<file path="config.mk">
export PLATFORM = sky130hd
export DESIGN_NAME = instr_stream_packer
export DESIGN_NICKNAME = d
export VERILOG_FILES = /design/src/rtl/instr_stream_packer.sv
export SDC_FILE = /design/constraint.sdc
export NUM_CORES = 1
export LEC_CHECK = 0
export ABC_AREA = 1
export CAP_MARGIN = 20
export CORE_MARGIN = 5
export CORE_UTILIZATION = 55
export DETAILED_ROUTE_END_ITERATION = 10
export GPL_ROUTABILITY_DRIVEN = 0
export GPL_TIMING_DRIVEN = 1
export PLACE_DENSITY = 0.86
export SLEW_MARGIN = 10
export SYNTH_ARGS = -nofsm -noshare
export SYNTH_HDL_FRONTEND = slang
export SYNTH_SLANG_ARGS = --single-unit
</file>
<file path="constraint.sdc">
create_clock -name clk_i -period 6.2 [get_ports clk_i]
set_clock_uncertainty 0.05 [all_clocks]
set_input_delay 1.24 -clock clk_i [delete_from_list [all_inputs] [get_ports clk_i]]
set_output_delay 1.24 -clock clk_i [all_outputs]
set_load 0.005 [all_outputs]
</file>
<file path="src/rtl/instr_stream_packer.sv">
// ============================================================================
// Module   : instr_stream_packer
// Purpose  : Packs 16/32-bit RISC-V instructions into aligned 32-bit fetch words.
//            Optional INSTR_PACKER_DRAIN_EN pads a pending halfword with c.nop.
// Revision : 1.0 - initial release
// ============================================================================
`default_nettype none

module instr_stream_packer #(
    parameter int                    ADDR_WIDTH = 64,
    parameter logic [ADDR_WIDTH-1:0] RESET_ADDR = ADDR_WIDTH'(64'h8000_0000)
) (
    input  logic                  clk_i,
    input  logic                  rst_ni,
    input  logic                  flush_i,
    input  logic [ADDR_WIDTH-1:0] flush_addr_i,
    input  logic [31:0]           instr_i,
    input  logic                  instr_valid_i,
    output logic                  instr_ready_o,
    input  logic                  drain_i,
    output logic [31:0]           fetch_rdata_o,
    output logic [ADDR_WIDTH-1:0] fetch_addr_o,
    output logic                  fetch_valid_o,
    input  logic                  fetch_ready_i
);

    typedef enum logic [0:0] {
        S_EMPTY = 1'b0,
        S_HALF  = 1'b1
    } state_t;

    state_t                r_state;
    logic [15:0]           r_res;
    logic [ADDR_WIDTH-1:0] r_next_addr;
    logic [31:0]           r_rdata;
    logic [ADDR_WIDTH-1:0] r_addr;
    logic                  r_valid;

    logic                  w_is_c;
    logic                  w_ready;
    logic                  w_accept;
    logic                  w_emit;
    logic [31:0]           w_word;
    state_t                w_state_nxt;
    logic [15:0]           w_res_nxt;
    logic                  w_unused;

    always_comb begin
        w_is_c      = (instr_i[1:0] != 2'b11);
        w_ready     = ~flush_i & (~r_valid | fetch_ready_i);
        w_accept    = instr_valid_i & w_ready;
        w_emit      = 1'b0;
        w_word      = instr_i;
        w_state_nxt = r_state;
        w_res_nxt   = r_res;

        if (w_accept) begin
            if (r_state == S_EMPTY) begin
                if (w_is_c) begin
                    w_res_nxt   = instr_i[15:0];
                    w_state_nxt = S_HALF;
                end else begin
                    w_emit = 1'b1;
                    w_word = instr_i;
                end
            end else begin
                // The pending halfword always forms the low half of the next word.
                w_emit = 1'b1;
                w_word = {instr_i[15:0], r_res};
                if (w_is_c) begin
                    w_state_nxt = S_EMPTY;
                end else begin
                    w_res_nxt = instr_i[31:16];
                end
            end
        end
`ifdef INSTR_PACKER_DRAIN_EN
        else if (drain_i && !instr_valid_i && w_ready && (r_state == S_HALF)) begin
            w_emit      = 1'b1;
            w_word      = {16'h0001, r_res};
            w_state_nxt = S_EMPTY;
        end
`endif
    end

`ifdef INSTR_PACKER_DRAIN_EN
    assign w_unused = ^flush_addr_i[1:0];
`else
    assign w_unused = ^{flush_addr_i[1:0], drain_i};
`endif

    always_ff @(posedge clk_i or negedge rst_ni) begin
        if (!rst_ni) begin
            r_state     <= S_EMPTY;
            r_res       <= 16'h0000;
            r_next_addr <= RESET_ADDR;
            r_rdata     <= 32'h0000_0000;
            r_addr      <= '0;
            r_valid     <= 1'b0;
        end else if (flush_i) begin
            r_state     <= S_EMPTY;
            r_next_addr <= {flush_addr_i[ADDR_WIDTH-1:2], 2'b00};
            r_valid     <= 1'b0;
        end else begin
            r_state <= w_state_nxt;
            r_res   <= w_res_nxt;
            if (w_emit) begin
                r_rdata     <= w_word;
                r_addr      <= r_next_addr;
                r_next_addr <= r_next_addr + ADDR_WIDTH'(4);
                r_valid     <= 1'b1;
            end else if (fetch_ready_i) begin
                r_valid <= 1'b0;
            end
        end
    end

    assign instr_ready_o = w_ready;
    assign fetch_rdata_o = r_rdata;
    assign fetch_addr_o  = r_addr;
    assign fetch_valid_o = r_valid;

endmodule

`default_nettype wire

</file>
==> flow_metrics.py <==
# Generated from Yosys and OpenROAD reports
metrics = {
    "run_status": {
        "status": "completed",
    },
    "routing": {
        "drc": 0,
        "drtPass1Iterations": 9,
        "drt_iter0_drc": 1146,
        "drtAntennaViolNets": 0,
        "via_per_inst": 5.54,
    },
    "synth": {
        "ys_ff": 174,
        "seq_area_frac_synth_pct": 45.0,
        "yosysUniqueCellTypes": 36,
        "async_flop_share_pct": 100,
        "synth_top_area_share_pct": 44.7,
        "avgSynthCellArea_um2": 7.12,
        "post-synth-top-count-cell": "nand2_1",
        "synthTopCellsByCount": "417 x nand2_1, 173 x dfrtp_1, 170 x nor2_1",
        "postSynthCellCount": 1360,
        "ys_cells": 1360,
        "yosys.area.top_type": "dfrtp_1",
        "flop_cell": "dfrtp_1",
        "mappedNetlistArea_um2": 9680,
        "top_cells_by_area": "dfrtp_1 45%, nand2_1 16%, o21ai_0 8.2%",
        "edf_count": 0,
        "yosys_area_um2": 9680,
        "yosys_warnings": 0,
    },
    "clock_tree": {
        "cts-root-buf": "clkbuf_16",
        "h-tree-depth": 4,
        "clkLatencyLatePin_ns": 0.43,
        "cts.sinks": 174,
        "cts_tree": "built",
        "cts_resized": 0,
        "post_cts_buffers": 0,
        "cts_buffer_depth": 2,
        "cts_buffers": 17,
        "cts.clk_slew.worst_paths_ns": 0.07,
        "postCtsHoldBufs": 0,
    },
    "floorplan": {
        "coreArea_um2": 17300,
        "rows": 48,
        "fp-utilization_pct": 56.0,
        "fp.dieW_um": 143,
        "die_h_um": 143,
        "dieArea_um2": 20300,
    },
    "final_timing": {
        "finalHoldViolCount": 0,
        "fin_crit_ns": 3.79,
        "setup_slack_ns": 2.41,
        "fin_hold_ws_ns": 0.431,
        "setup-tns-final_ns": 0,
        "max_slew_margin_pct": 44.9,
        "rsz0062_at_grt": "false",
        "fin_crit_sh_pct": 61.1,
        "worst_slew_pin_slew_ns": 0.825,
        "max_freq_mhz": 264,
        "slew_violations": 0,
        "setup_viol": 0,
    },
    "hold_path": {
        "hold_start": "fetch_rdata_o[22]$_DFFE_PN0P_",
        "min_path_type": "reg -> reg",
        "min_to": "fetch_rdata_o[22]$_DFFE_PN0P_",
        "hold_depth": 2,
    },
    "place": {
        "dpl.cell_count": 1729,
        "place_area_um2": 11700,
        "place_ws_ns": 2.19,
        "hpwl_um": 20600,
    },
    "worst_setup_path": {
        "cp.arrival_ns": 2.50,
        "crit_type": "in -> out",
        "crit_path_end_kind": "primary output",
        "cp_max_fo": 67,
        "required_ns": 4.91,
        "r2r_end": "r_next_addr[15]$_DFFE_PN0P_",
        "crit_start": "flush_i",
        "r2r.worst_path.cells": 9,
        "critPathLaunchType": "input pin",
        "crit_end": "instr_ready_o",
        "rr_startpoint": "r_state$_DFFE_PN0P_",
        "r2r_slack_ns": 3.33,
    },
    "pwr": {
        "p_leak_nw": 5.81,
        "total_power_w": 0.00355,
        "irDropWorstVdd_mv": 0.202,
        "power.density_nw_per_um2": 287,
    },
    "global_routing": {
        "gr-total-overflow": 0,
        "grt_pass1_vias": 9654,
        "grt_max_degree": 179,
        "antenna_found_initial": 0,
        "grt_use_met3_pct": 7.13,
        "grt_use_met2_pct": 47.3,
        "grt_pass1_wl_um": 47500,
        "busiest_layer": "met2",
        "grt_use_met1_pct": 37.7,
    },
    "layout": {
        "fin_area_um2": 12400,
        "final_layout_size_suffix_gt1_share_pct": 4.81,
        "layout.cells.non_filler": 1763,
        "fin_nets": 1630,
        "antennaDiodeCount": 0,
        "layout-area-overhead-vs-synth_pct": 27.7,
        "nFillCells": 1387,
    },
    "flow_run": {
        "cap_violations": 0,
        "tool_warnings": 32,
    },
}
## final cells by class
type	count	area (µm²)	share of cell area, %
Clock buffer	19	433	3.50
Inverter	148	556	4.49
Sequential cell	174	4360	35.2
Multi-Input combinational cell	981	4520	36.6
Clock inverter	13	189	1.53
Tap cell	225	282	2.28
Timing Repair Buffer	203	2030	16.4
## cells by family after synthesis
group           count (synthesis)  share of synthesized area, %
buf+inv                       206                          8.43
fa+ha+maj                       3                         0.388
xor+xnor                        9                         0.815
other cells                     1                        0.0387
flops                         174                          45.0
compound gates                254                          14.2
simple gates                  713                          31.1
## sequential cells by signal, summed over array words and instances, names as in the netlist
signal,flops
r_res,16
fetch_rdata_o,32
fetch_addr_o,62
fetch_valid_o,1
r_next_addr,62
r_state,1
## worst max-delay path: stages
cell	delay (ns)
buf_2	0.09
buf_4	0.33
a21oi_2	0.25
clkdlybuf4s50_1	0.57
## metal layers
metal  part of all wire, %  wire (µm)
met5                     0          0
met4                   4.1       1220
met3                   8.6       2530
met2                    47      13900
met1                    40      11700
## cell usage in the layout (no fill, tap or decap), types with 8 or more instances in the layout
| cell | count |
|---|---|
| nand2_1 | 417 |
| clkdlybuf4s50_1 | 192 |
| dfrtp_1 | 173 |
| nor2_1 | 169 |
| o21ai_0 | 158 |
| inv_1 | 146 |
| nand3_1 | 70 |
| a21oi_1 | 37 |
| o211ai_1 | 20 |
| o21ai_1 | 19 |
| clkbuf_16 | 17 |
| nand3b_1 | 16 |
| o21bai_1 | 12 |
| nand4_1 | 11 |
| nand2_2 | 10 |
| xor2_1 | 8 |
## report_power, final
part	total, W	leakage, nW	internal (W)	switching (W)
registers	0.00153	2.15	0.00137	0.000161
logic	0.000872	3.36	0.000472	0.000400
clock network	0.00115	0.298	0.000678	0.000469
total	0.00355	5.81	0.00252	0.00103
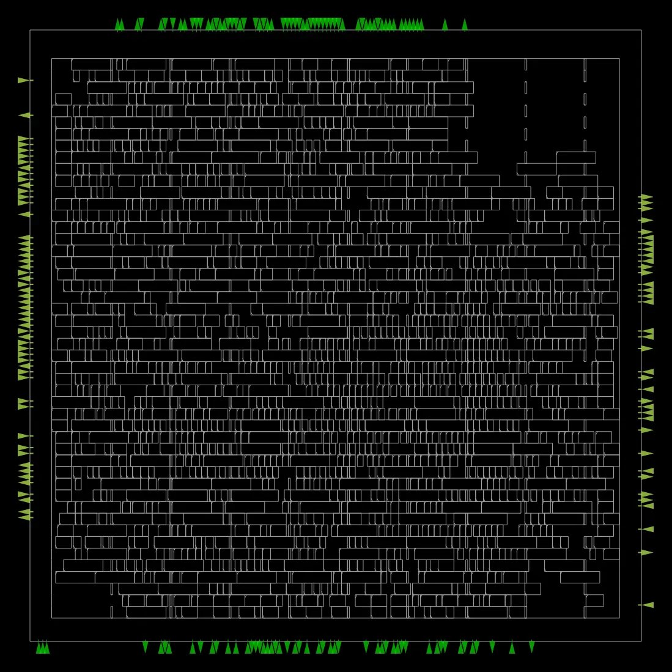
**Above:** placed standard cells.
Finished Core Util: 71.5%
tap cells: 225

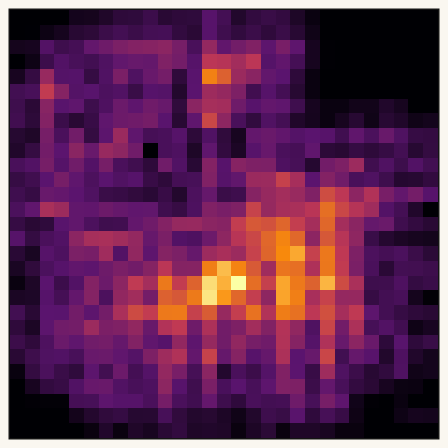
**Above:** routed metal per tile.
29 x 29 tiles, from black (low) to pale yellow (high), scaled to the fullest tile. Values are wire area over tile area, all layers added.
fullest tile = 1.0
emptiest ninth of the die = top right
nearly empty tiles = 10%
mean over tiles = 0.24
densest ninth of the die = middle
tiles over half the peak = 8.9%
drt total wl: 29400 µm
GRT Util Overall: 29.2%
drt wl/cell: 16.7 µm
via count: 9768

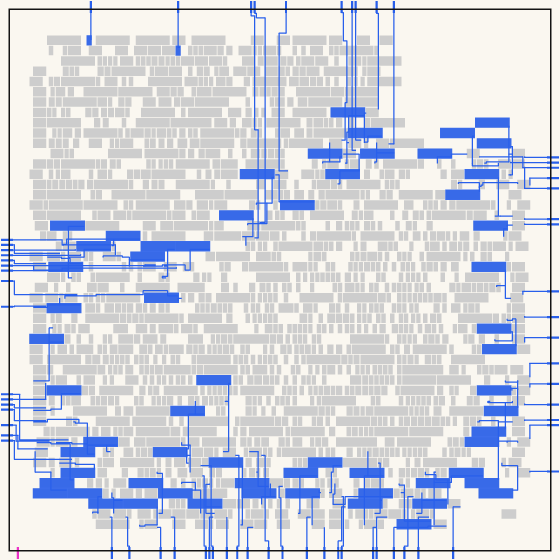
**Above:** I/O nets highlighted.
drain_i -> magenta  # direction input, end cells 0, buffers 0
fetch_addr_o -> blue  # direction output, end cells 64, buffers 62, wire 2070 µm
Ports: 200
I/O Buffers: 194

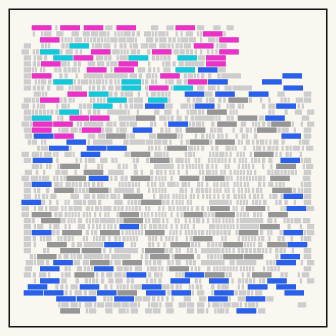
**Above:** sequential cells coloured by netlist name.
Other sequential cells in the stronger grey, the rest of the logic in the fainter grey.
fetch_rdata_o -> magenta  # placed flops 32
fetch_addr_o -> blue  # placed flops 62, where spread over the die
r_res -> cyan  # placed flops 16
sequential share of cell area: 35.2%
Power Sequential: 0.00153 W

Power is estimated from default activity; no workload was simulated.
